$ cat config.mk
export PLATFORM = sky130hd
export DESIGN_NAME = bcd_timer_core
export DESIGN_NICKNAME = d
export VERILOG_FILES = /design/src/rtl/bcd_timer_core.sv
export SDC_FILE = /design/constraint.sdc
export NUM_CORES = 1
export LEC_CHECK = 0
export CAP_MARGIN = 25
export CORE_ASPECT_RATIO = 0.6
export CORE_UTILIZATION = 40
export CTS_BUF_LIST = sky130_fd_sc_hd__clkbuf_16
export CTS_CLUSTER_DIAMETER = 80
export DETAILED_ROUTE_END_ITERATION = 8
export GPL_TIMING_DRIVEN = 0
export PLACE_DENSITY = 0.6
export SLEW_MARGIN = 20
export SYNTH_ARGS = -nofsm -noshare
export SYNTH_HDL_FRONTEND = slang
export SYNTH_SLANG_ARGS = --single-unit
$ cat constraint.sdc
create_clock -name clk -period 3.6 [get_ports clk]
set_clock_uncertainty 0.1 [all_clocks]
set_input_delay 0.72 -clock clk [delete_from_list [all_inputs] [get_ports clk]]
set_output_delay 0.72 -clock clk [all_outputs]
set_load 0.05 [all_outputs]
$ cat src/rtl/bcd_timer_core.sv
// BCD stopwatch/countdown core: IDLE/RUN/PAUSE/DONE, one count step every TICK_DIV clocks.
// Edge inputs act one cycle after they rise; no backpressure. Optional lap capture under LAP_CAPTURE_EN.
module bcd_timer_core #(
  parameter int DIGITS   = 4,
  parameter int TICK_DIV = 1000000
) (
  input  logic                  clk,
  input  logic                  reset,
  input  logic                  start_stop,
  input  logic                  clear,
  input  logic [1:0]            mode,
  input  logic [4*DIGITS-1:0]   preset,
  output logic [4*DIGITS-1:0]   count,
  output logic                  running,
  output logic                  done
`ifdef LAP_CAPTURE_EN
  ,
  input  logic                  lap,
  output logic [4*DIGITS-1:0]   lap_value,
  output logic                  lap_valid
`endif
);

  localparam int W  = 4 * DIGITS;
  localparam int PW = (TICK_DIV > 2) ? $clog2(TICK_DIV) : 1;
  localparam logic [W-1:0] NINES = {DIGITS{4'h9}};

  typedef enum logic [1:0] {IDLE, RUN, PAUSE, DONE} state_t;

  state_t          state_q, state_d;
  logic [W-1:0]    count_q, count_d;
  logic [PW-1:0]   presc_q, presc_d;
  logic            dir_q, dir_d;
  logic            done_q, done_d;
  logic            ss_q, clr_q;
  logic            ss_edge, clr_edge, tick;
  logic [W-1:0]    start_val, step_val;

  function automatic logic [W-1:0] bcd_clamp(input logic [W-1:0] v);
    logic [W-1:0] r;
    r = v;
    for (int i = 0; i < DIGITS; i++)
      if (v[4*i +: 4] > 4'd9) r[4*i +: 4] = 4'd9;
    return r;
  endfunction

  function automatic logic [W-1:0] bcd_inc(input logic [W-1:0] v);
    logic [W-1:0] r;
    logic         c;
    r = v;
    c = 1'b1;
    for (int i = 0; i < DIGITS; i++) begin
      if (c) begin
        if (v[4*i +: 4] == 4'd9) r[4*i +: 4] = 4'd0;
        else begin
          r[4*i +: 4] = v[4*i +: 4] + 4'd1;
          c = 1'b0;
        end
      end
    end
    return r;
  endfunction

  function automatic logic [W-1:0] bcd_dec(input logic [W-1:0] v);
    logic [W-1:0] r;
    logic         b;
    r = v;
    b = 1'b1;
    for (int i = 0; i < DIGITS; i++) begin
      if (b) begin
        if (v[4*i +: 4] == 4'd0) r[4*i +: 4] = 4'd9;
        else begin
          r[4*i +: 4] = v[4*i +: 4] - 4'd1;
          b = 1'b0;
        end
      end
    end
    return r;
  endfunction

  // Terminal value depends only on direction: up stops at all-9s, down stops at zero.
  function automatic logic [W-1:0] term_val(input logic down);
    return down ? '0 : NINES;
  endfunction

  assign ss_edge   = start_stop & ~ss_q;
  assign clr_edge  = clear & ~clr_q;
  assign tick      = (state_q == RUN) && (presc_q == PW'(TICK_DIV - 1));
  assign start_val = mode[0] ? bcd_clamp(preset) : (mode[1] ? NINES : '0);
  assign step_val  = dir_q ? bcd_dec(count_q) : bcd_inc(count_q);

  always_comb begin
    state_d = state_q;
    count_d = count_q;
    presc_d = presc_q;
    dir_d   = dir_q;
    done_d  = 1'b0;
    if (clr_edge) begin
      state_d = IDLE;
      count_d = start_val;
      presc_d = '0;
    end else begin
      case (state_q)
        IDLE: begin
          count_d = start_val;
          if (ss_edge) begin
            dir_d   = mode[1];
            presc_d = '0;
            if (start_val == term_val(mode[1])) begin
              state_d = DONE;
              done_d  = 1'b1;
            end else begin
              state_d = RUN;
            end
          end
        end
        RUN: begin
          // A pause edge still lets this last RUN cycle advance the prescaler.
          if (ss_edge) state_d = PAUSE;
          if (tick) begin
            presc_d = '0;
            count_d = step_val;
            if (step_val == term_val(dir_q)) begin
              state_d = DONE;
              done_d  = 1'b1;
            end
          end else begin
            presc_d = presc_q + PW'(1);
          end
        end
        PAUSE: begin
          if (ss_edge) state_d = RUN;
        end
        DONE: begin
        end
      endcase
    end
  end

  always_ff @(posedge clk or negedge reset) begin
    if (!reset) begin
      state_q <= IDLE;
      count_q <= '0;
      presc_q <= '0;
      dir_q   <= 1'b0;
      done_q  <= 1'b0;
      ss_q    <= 1'b0;
      clr_q   <= 1'b0;
    end else begin
      state_q <= state_d;
      count_q <= count_d;
      presc_q <= presc_d;
      dir_q   <= dir_d;
      done_q  <= done_d;
      ss_q    <= start_stop;
      clr_q   <= clear;
    end
  end

  assign count   = count_q;
  assign running = (state_q == RUN);
  assign done    = done_q;

`ifdef LAP_CAPTURE_EN
  logic         lap_q;
  logic         lap_edge;
  logic [W-1:0] lap_value_q, lap_value_d;
  logic         lap_valid_q, lap_valid_d;

  assign lap_edge = lap & ~lap_q;

  always_comb begin
    lap_value_d = lap_value_q;
    lap_valid_d = lap_valid_q;
    if (clr_edge) begin
      lap_valid_d = 1'b0;
    end else if (lap_edge) begin
      if (state_q == RUN && !lap_valid_q) begin
        lap_value_d = count_q;
        lap_valid_d = 1'b1;
      end else if ((state_q == RUN || state_q == PAUSE) && lap_valid_q) begin
        lap_valid_d = 1'b0;
      end
    end
  end

  always_ff @(posedge clk or negedge reset) begin
    if (!reset) begin
      lap_q       <= 1'b0;
      lap_value_q <= '0;
      lap_valid_q <= 1'b0;
    end else begin
      lap_q       <= lap;
      lap_value_q <= lap_value_d;
      lap_valid_q <= lap_valid_d;
    end
  end

  assign lap_value = lap_value_q;
  assign lap_valid = lap_valid_q;
`endif

endmodule

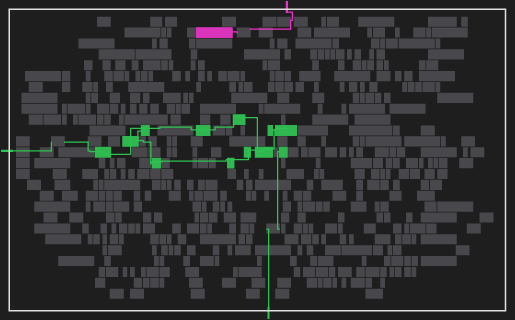
Run 1: I/O nets highlighted
Scale: 4 px per um.
Magenta stands for done, direction output, edge north, end cells 1, wire 18.2 um. Green stands for mode, direction input, edge 1 south, 1 west, end cells 14, wire 185 um.
# port buffers: 39
IO Count: 40

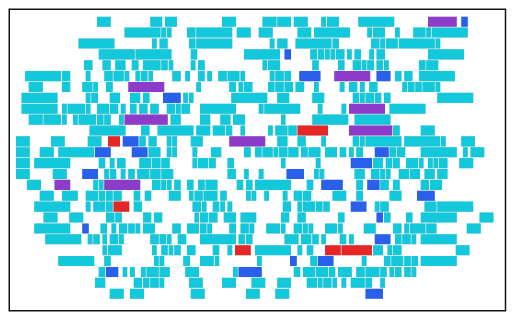
Run 1: cell sizes after repair
Scale: 4 px per um.
Cyan stands for x1 and smaller, cells 469, share 92%. Red stands for x3 and x4, cells 6, share 1.2%. Blue stands for x2, cells 24, share 4.7%. Purple stands for x6 and larger, cells 9, share 1.8%.

==> metrics.yaml, run 1 <==
run_status: "completed"
crit_buf_inv: 0
dpl_worst_slack_ns: 0.109
path_max_fanout: 9
synth-seq-area-share_pct: 29.6
grt_max_degree: 25
fp-utilization_pct: 41.5
clock_latency_ns: 0.30
final-hold-violation-count: 0
n_clock_buffer: 5
flop_area_um2: 1050
largest_area_cell: "dfrtp_1"
met3WireLength_um: 924
r2r_slack_ns: 0.21
max_freq_mhz: 295
n_tap_cell: 112
final_layout_size_suffix_gt1_share_pct: 7.68
crit_arrival_ns: 3.46
cpMaxStageDelayCell: "or4_1"
synthTopCellsByArea: "dfrtp_1, o21ai_0, nand2_1, nor2_1, a21oi_1"
wl_per_cell_um: 19.0
ys_cells: 460
cts_tree: "yes"
slew_viol_final: 0
path_depth: 8
p_comb_share_pct: 63.8
start_kind: "flop"
maxCapViolations: 0
ys_sh_aoi_pct: 23.7
intPower_mw: 1.77
nMultiInputCombCells: 373
drcViolationCount: 0
track_usage_pct: 26.6
worstSetupStartpoint: "count[3]"
finalHoldWorstSlack_ns: 0.269
largestClassByArea: "combinational gates"
synthArstFlopShare_pct: 100
xor_area_share_pct: 4.44
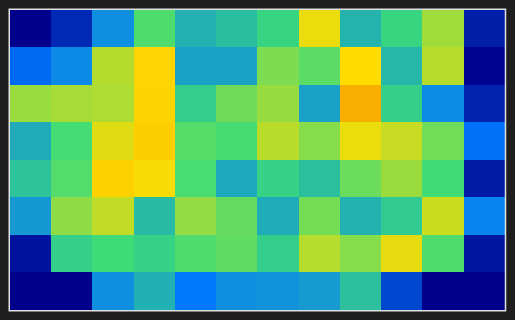
Run 1: cell density map
Scale: 4 px per um. The die is cut into 12 by 8 equal tiles; dark blue is low, red is high, 0 to 100% covered.
The densest ninth of the die: west. The fullest tile reaches 80%. 6.2% of the tiles are nearly empty. The mean over all tiles is 45%. 6.2% of the tiles are over 75% full.

## Run 2: what changed since run 1
- DONT_BUFFER_PORTS: default -> 1
- MAX_ROUTING_LAYER: default -> met4
- PLACE_DENSITY: 0.6 -> 0.54
- SETUP_SLACK_MARGIN: default -> 0.15
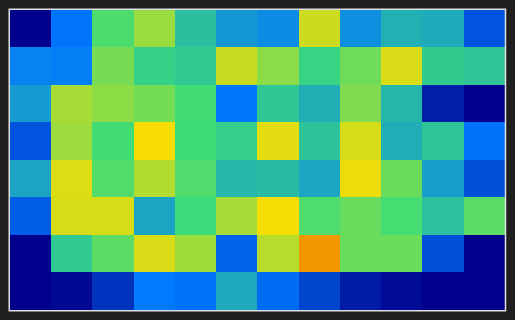
Run 2: cell density map
Scale: 4 px per um. The die is cut into 12 by 8 equal tiles; dark blue is low, red is high, 0 to 100% covered.
The emptiest ninth of the die: south-east. The densest ninth of the die: west. The mean over all tiles is 42%.
fp util: 41.5%
core area: 8560 um2

==> metrics.yaml, run 2 <==
run_status: "completed"
final_layout_size_suffix_gt1_share_pct: 12.1
path_max_fanout: 10
n_all_buffers: 36
synthToLayoutAreaGrowth_pct: 12.6
m1WireLength_um: 5990
grt.busiest_layer: "met1"
cp_top_family: "simple AND/OR/NAND/NOR gates"
yosys.cell_types.count: 66
slew_viol_final: 0
start_kind: "flop"
layout_top_cell: "nand2_1"
cts.sinks: 42
p_seq_mw: 1.08
num-nonclk-inverters: 11
htree_levels: 2
gp_congestion: 0.921
ir_drop_uv: 388
worst_pin_slew_ns: 0.900
synthesis.area_um2: 3550
maxCapViolations: 0
drcViolationCount: 0
largest_area_cell: "dfrtp_1"
critical_path_class: "reg -> reg"
synthTopCellsByArea: "dfrtp_1, o21ai_0, nand2_1, nor2_1, a21oi_1"
final.min_clock_period_ns: 3.35
cts_root_buffer: "clkbuf_16"
met3_usage_pct: 6.44
ys_cells: 460
crit_buf_inv: 2
synthDominantCellAreaShare_pct: 29.6
hpwl_um: 8700
stdcell_area_um2: 4000
dpl.cell_count: 572
cp_common_cell: "nor4_4"
hold_class: "in -> async"
enable_flop_cells: 0
cpMaxStageDelayCell: "or4_4"
grt_use_met1_pct: 42.6
p_comb_share_pct: 54.7
n_clock_buffer: 5
pg_clk_uw: 538
setup_slack_ns: 0.251
postPlaceCellArea_um2: 3690
synth_cells: 460
xor_area_share_pct: 4.44
finalHoldWorstSlack_ns: 0.0140
worstSetupStartpoint: "count[0]"
pwr-share-seq_pct: 30.2
ctsResizeCount: 7
wl_per_cell_um: 20.4
ios: 40
port_buffers: 0
intPower_mw: 1.59
top_logic_kind: "simple AND/OR/NAND/NOR gates"
max_freq_mhz: 299
pg_comb_mw: 1.95
synth-seq-area-share_pct: 29.6
r2r_slack_ns: 0.25
synthArstFlopShare_pct: 100
ys_sh_aoi_pct: 23.7
met3WireLength_um: 1120
largestClassByArea: "combinational gates"
cts_tree: "yes"
flop_area_um2: 1060
dpl_worst_slack_ns: -0.171
nMultiInputCombCells: 373
fin_cells: 582
track_usage_pct: 27.5
grt_max_degree: 43
die_h_um: 75.0
n_tap_cell: 112
netSwitchingFraction_pct: 55.4
netSwitchingPower_mw: 1.98
crit_arrival_ns: 3.44
final-hold-violation-count: 0
openroad.warnings: 29
clock_latency_ns: 0.30
seq_cell_count: 42
path_depth: 10
grt_util_met2_pct: 34.4
final-clk-cell-share_pct: 4.16
seq_share_pct: 26.6
Run 2, placement view:
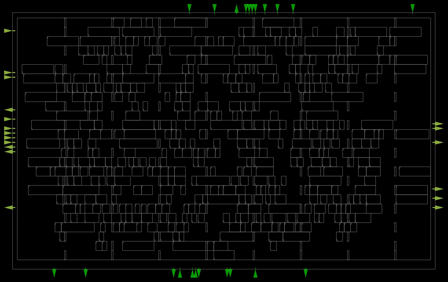

## Run 3: what changed since run 2
- RECOVER_POWER: default -> 100
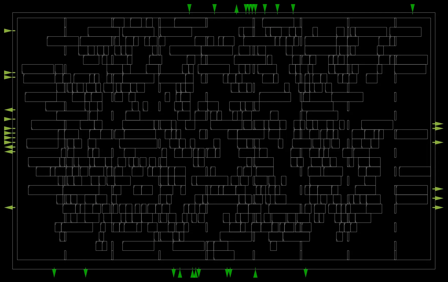
Run 3: placement view
fin cells: 582
flip-flops: 42
fin util: 46.7%
row cnt: 26

==> metrics.yaml, run 3 <==
maxCapViolations: 0
xor_area_share_pct: 4.44
dpl_worst_slack_ns: -0.171
n_all_buffers: 36
synthesis.area_um2: 3550
r2r_slack_ns: 0.19
pwr-share-seq_pct: 30.1
num-nonclk-inverters: 11
setup_slack_ns: 0.188
crit_arrival_ns: 3.50
stdcell_area_um2: 4000
worst_pin_slew_ns: 0.900
synth-seq-area-share_pct: 29.6
ys_cells: 460
largestClassByArea: "combinational gates"
ys_sh_aoi_pct: 23.7
cpMaxStageDelayCell: "dfrtp_1"
met3_usage_pct: 6.44
worstSetupStartpoint: "count[4]"
run_status: "completed"
track_usage_pct: 27.5
p_seq_mw: 1.07
core_um2: 8560
enable_flop_cells: 0
synthArstFlopShare_pct: 100
slew_viol_final: 0
hpwl_um: 8700
gp_congestion: 0.921
fp-utilization_pct: 41.5
crit_buf_inv: 1
htree_levels: 2
grt_use_met1_pct: 42.6
flop_area_um2: 1060
dpl.cell_count: 572
hold_class: "in -> async"
pg_clk_uw: 540
synthTopCellsByArea: "dfrtp_1, o21ai_0, nand2_1, nor2_1, a21oi_1"
critical_path_class: "reg -> reg"
intPower_mw: 1.58
n_tap_cell: 112
No activity file was given, so power comes from the tool's default toggle rates.
